--- src/rtl/udp_echo_ctrl.sv ---
// UDP loopback controller: captures a received payload into the TX FIFO, then requests its echo.
// Optional zero-padding of short frames to MIN_WORDS is enabled by defining TX_PAD_EN.
module udp_echo_ctrl #(
   parameter int MAX_WORDS = 182,
   parameter int MIN_WORDS = 3,
   parameter int CNT_W     = 16
) (
   input  logic             clk_156_25,
   input  logic             rst,
   input  logic             rx_wr_req,
   input  logic [63:0]      rx_data,
   input  logic             rx_finish,
   input  logic             wrfull,
   output logic             fifo_wrreq,
   output logic [63:0]      fifo_data,
   input  logic             tx_idle,
   output logic             tx_start,
   output logic [15:0]      data_length,
   output logic             truncated,
   output logic [CNT_W-1:0] drop_frames
);

   localparam logic [15:0] MAX_W16 = 16'(MAX_WORDS);
   localparam logic [15:0] MIN_W16 = 16'(MIN_WORDS);

   typedef enum logic [2:0] {IDLE, CAP, LEN, PAD, WAIT, START} state_t;

   state_t             state_q, state_d;
   logic [15:0]        count_q, count_d;
   logic               wr_q, wr_d;
   logic [63:0]        data_q, data_d;
   logic [15:0]        len_q, len_d;
   logic               start_q, start_d;
   logic               trunc_q, trunc_d;
   logic [CNT_W-1:0]   drop_q, drop_d;
   logic               capture;
   logic               accept;

`ifndef TX_PAD_EN
   logic unused_min;
   assign unused_min = ^MIN_W16;
`endif

   always_comb begin
      state_d = state_q;
      count_d = count_q;
      wr_d    = 1'b0;
      data_d  = data_q;
      len_d   = len_q;
      start_d = start_q;
      trunc_d = trunc_q;
      drop_d  = drop_q;

      capture = (state_q == IDLE) || (state_q == CAP);
      accept  = capture && rx_wr_req && !wrfull && (count_q < MAX_W16);

      if (capture && rx_wr_req && !accept) begin
         trunc_d = 1'b1;
      end
      if (accept) begin
         wr_d    = 1'b1;
         data_d  = rx_data;
         count_d = count_q + 16'd1;
      end
      // Frames ending while a previous echo is still in flight are only counted.
      if (!capture && rx_finish && (drop_q != '1)) begin
         drop_d = drop_q + 1'b1;
      end

      case (state_q)
         IDLE: begin
            if (accept) begin
               state_d = rx_finish ? LEN : CAP;
            end
         end
         CAP: begin
            if (rx_finish) begin
               state_d = LEN;
            end
         end
         LEN: begin
            len_d = {count_q[12:0], 3'b000};
`ifdef TX_PAD_EN
            state_d = PAD;
`else
            state_d = WAIT;
`endif
         end
`ifdef TX_PAD_EN
         PAD: begin
            if (count_q >= MIN_W16) begin
               len_d   = {count_q[12:0], 3'b000};
               state_d = WAIT;
            end else if (!wrfull) begin
               wr_d    = 1'b1;
               data_d  = 64'h0;
               count_d = count_q + 16'd1;
            end
         end
`endif
         WAIT: begin
            if (tx_idle) begin
               start_d = 1'b1;
               state_d = START;
            end
         end
         START: begin
            if (!tx_idle) begin
               start_d = 1'b0;
               count_d = 16'd0;
               state_d = IDLE;
            end
         end
         default: state_d = IDLE;
      endcase
   end

   always_ff @(posedge clk_156_25) begin
      if (rst) begin
         state_q <= IDLE;
         count_q <= 16'd0;
         wr_q    <= 1'b0;
         data_q  <= 64'h0;
         len_q   <= 16'd0;
         start_q <= 1'b0;
         trunc_q <= 1'b0;
         drop_q  <= '0;
      end else begin
         state_q <= state_d;
         count_q <= count_d;
         wr_q    <= wr_d;
         data_q  <= data_d;
         len_q   <= len_d;
         start_q <= start_d;
         trunc_q <= trunc_d;
         drop_q  <= drop_d;
      end
   end

   assign fifo_wrreq  = wr_q;
   assign fifo_data   = data_q;
   assign tx_start    = start_q;
   assign data_length = len_q;
   assign truncated   = trunc_q;
   assign drop_frames = drop_q;

endmodule
--- config.mk ---
export PLATFORM = sky130hd
export DESIGN_NAME = udp_echo_ctrl
export DESIGN_NICKNAME = d
export VERILOG_FILES = /design/src/rtl/udp_echo_ctrl.sv
export SDC_FILE = /design/constraint.sdc
export NUM_CORES = 1
export LEC_CHECK = 0
export CAP_MARGIN = 20
export CELL_PAD_IN_SITES_DETAIL_PLACEMENT = 1
export CELL_PAD_IN_SITES_GLOBAL_PLACEMENT = 2
export CORE_MARGIN = 2
export CORE_UTILIZATION = 27
export CTS_CLUSTER_SIZE = 30
export DETAILED_ROUTE_END_ITERATION = 7
export PLACE_DENSITY_LB_ADDON = 0.2
export SETUP_SLACK_MARGIN = 0.5
export SYNTH_ARGS = -nofsm -noshare
export SYNTH_HDL_FRONTEND = slang
export SYNTH_SLANG_ARGS = --single-unit
--- constraint.sdc ---
create_clock -name clk_156_25 -period 3.1 [get_ports clk_156_25]
set_input_delay 0.775 -clock clk_156_25 [delete_from_list [all_inputs] [get_ports clk_156_25]]
set_output_delay 0.775 -clock clk_156_25 [all_outputs]
set_load 0.01 [all_outputs]
==> images/m1.png <==
Cells faint in the background.
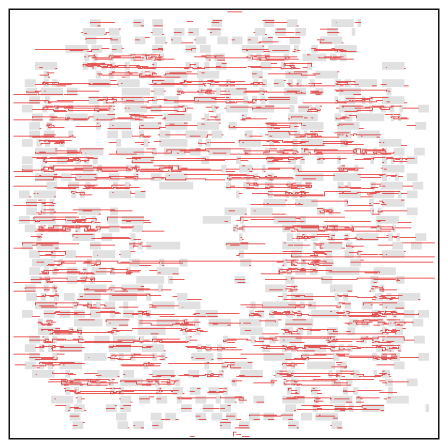
wire length on this layer = 6750 um
main direction = horizontal
nets with wire on the layer = 695
share of all routed wire = 43%
longest straight run = 48.3 um
total via count after detailed routing: 4770
Routed WL: 15700 um
met1 usage in global routing: 20.0%

==> images/m2.png <==
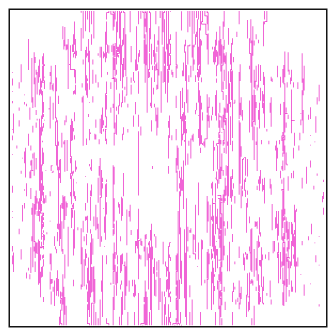
longest straight run = 54.4 um
share of all routed wire = 48%
nets with wire on the layer = 696
met2 Track Usage GR: 28.3%

==> images/m3.png <==
Cells faint in the background.
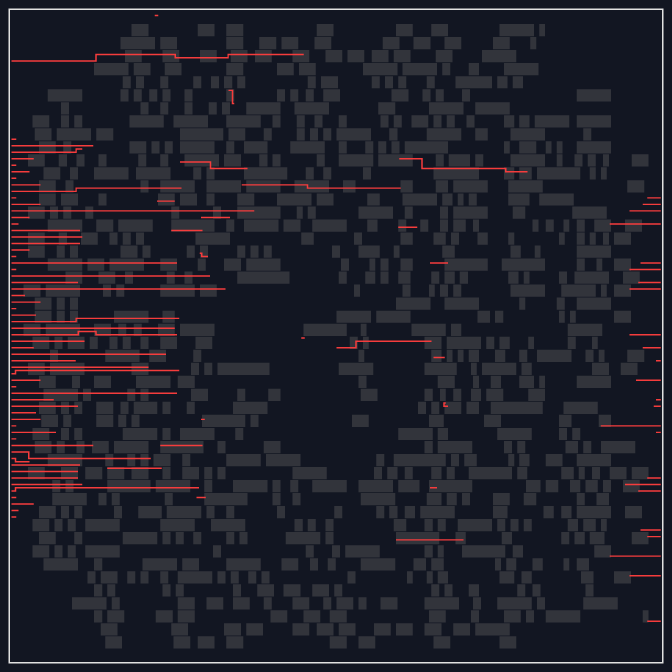
share of all routed wire = 7.4%
longest straight run = 50.4 um
main direction = horizontal
wire length on this layer = 1150 um
nets with wire on the layer = 90

==> images/m4.png <==
Bar = 50 um. Cells faint in the background.
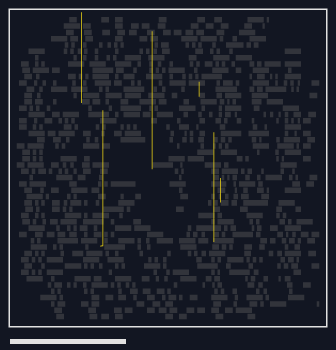
longest straight run = 59.2 um
nets with wire on the layer = 4
main direction = vertical
wire length on this layer = 221 um
share of all routed wire = 1.4%

==> images/congestion_map.png <==
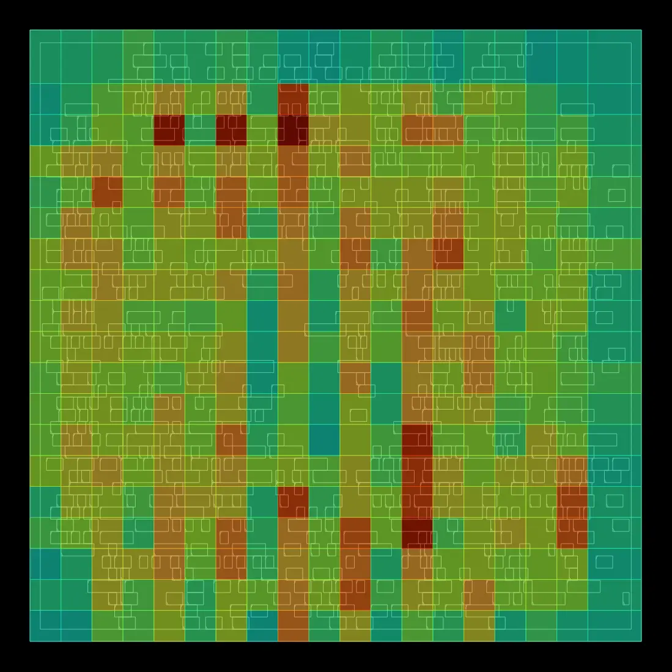
total global routing track utilization: 17.2%
met3 Use GR: 7.38%
Avg WL per Cell: 16.6 um
gr busiest metal: met2
final core utilization: 41.7%

==> impl_metrics.tcl <==
# collected from the flow reports
set metrics [dict create \
    path_clk_slew_ns 0.05 \
    via_count_of_the_first_global_routing_pass 4928 \
    final_layout_top_logic_cell "clkdlybuf4s50_1" \
    layout.sequential_cells 115 \
    antenna_violating_nets_post_route 0 \
    yosysUniqueCellTypes 45 \
    clock_area_share_pct 8.77 \
    switching_power_w 0.000942 \
    ctsHoldBuffers 0 \
    clockPowerShare_pct 51.4 \
    placement_rows 48 \
    cpMaxStageDelayCell "clkdlybuf4s50_1" \
    final.fill_count 2009 \
    setup_total_negative_slack_ns 0 \
    cts_buffer_depth 2 \
    met2_wirelength_um 7540 \
    wl_met3_um 1150 \
    synth-simple-area-share_pct 21.1 \
    muxShareOfSynthArea_pct 0 \
    rrSetupSlack_ns 1.14 \
    seq-cell-share_pct 32.2 \
    nature_of_the_critical_path_startpoint "input pin" \
    power.switching_fraction_pct 23.0 \
    critical_path.n_buffers_inverters 2 \
    hpwlAfterDp_um 10600 \
    power_per_cell_area_mw_per_mm2 572 \
    vias_per_cell 5.04 \
    drt-pass1-iter-count 4 \
    post_synthesis_cell_count 563 \
    largest_register_ffs 64 \
    postCtsSetupRepairBufs 0 \
    cts_tree "built" \
    grt_start_max_net_pins 67 \
    synth.cellmix.xorXnorShare_pct 0 \
    timing_max_transition_violations_final 0 \
    outcome "finished, final reports clean" \
    rsz0062_at_grt "no" \
    peakVddDrop_mv 0.376 \
    num_tap_cells 225 \
    insertion_delay_to_the_later_sink_of_the_worst_skew_pair_ns 0.42 \
    log.warning_count 26 \
    numnets_final 780 \
    dieArea_sq_mm 0.0185 \
    portion_of_total_power_attributed_to_combinational_logic_pct 10.4 \
    n_all_buffers 176 \
    final.hold.worst_slack_ns 0.455 \
    period_minus_slack_ns 2.37 \
    synthAdderAreaFrac_pct 0.531 \
    r2r_cells 5 \
    design.portCount 169 \
    top_cell "dfxtp_1" \
    critical-path-top-delay-family "simple AND/OR/NAND/NOR gates" \
    power_report.internal_total_w 0.00315 \
    crit-reg2reg-launch "count_q[4]$_SDFF_PP0_" \
    worstPathCellList "clkdlybuf4s50_1 > nor4_4 > o2111a_2 > buf_12 > a21oi_1 > nor4bb_1" \
    die_height_um 136 \
    antennaDiodeCount 0 \
    post_route_cells_drive_above_1_share_pct 7.07 \
    topCombFamilyByArea "AND-OR/OR-AND gates" \
    yosysTopAreaCell "dfxtp_1" \
    synthesis.yosys.warnings 0 \
    yosys_cell_count 563 \
    mi_logic_area_sq_mm 0.00217 \
    inverters_excl_clock 2 \
    global_route_wire_length_before_repair_um 25000 \
    clock_tree.htree_level_count 4 \
]
-- per-stage QoR --
stage	worst slack, ns	power (W)	util [%]
floorplan	1.05	0.00178	-
global placement	0.323	0.00202	38.0
detailed placement	0.246	0.00203	38.0
CTS	0.689	0.00414	41.7
global route	0.578	0.00426	41.7
finish	0.734	0.00409	41.7
-- power groups by stage --
stage	sequential, W	combinational [W]	clock [W]
2_1_floorplan	0.00161	0.000171	0
3_3_place_gp	0.00159	0.000426	0
3_5_place_dp	0.00159	0.000432	0
4_1_cts	0.00156	0.000434	0.00214
5_1_grt	0.00157	0.000466	0.00222
6_report	0.00156	0.000427	0.00210
-- tightest hold or removal path, cell delays in order (launching register included) --
cell and delay (ns):
dfxtp_1 0.30, nand2_1 0.05, a21oi_1 0.05
Power and IR drop assume default switching activity.
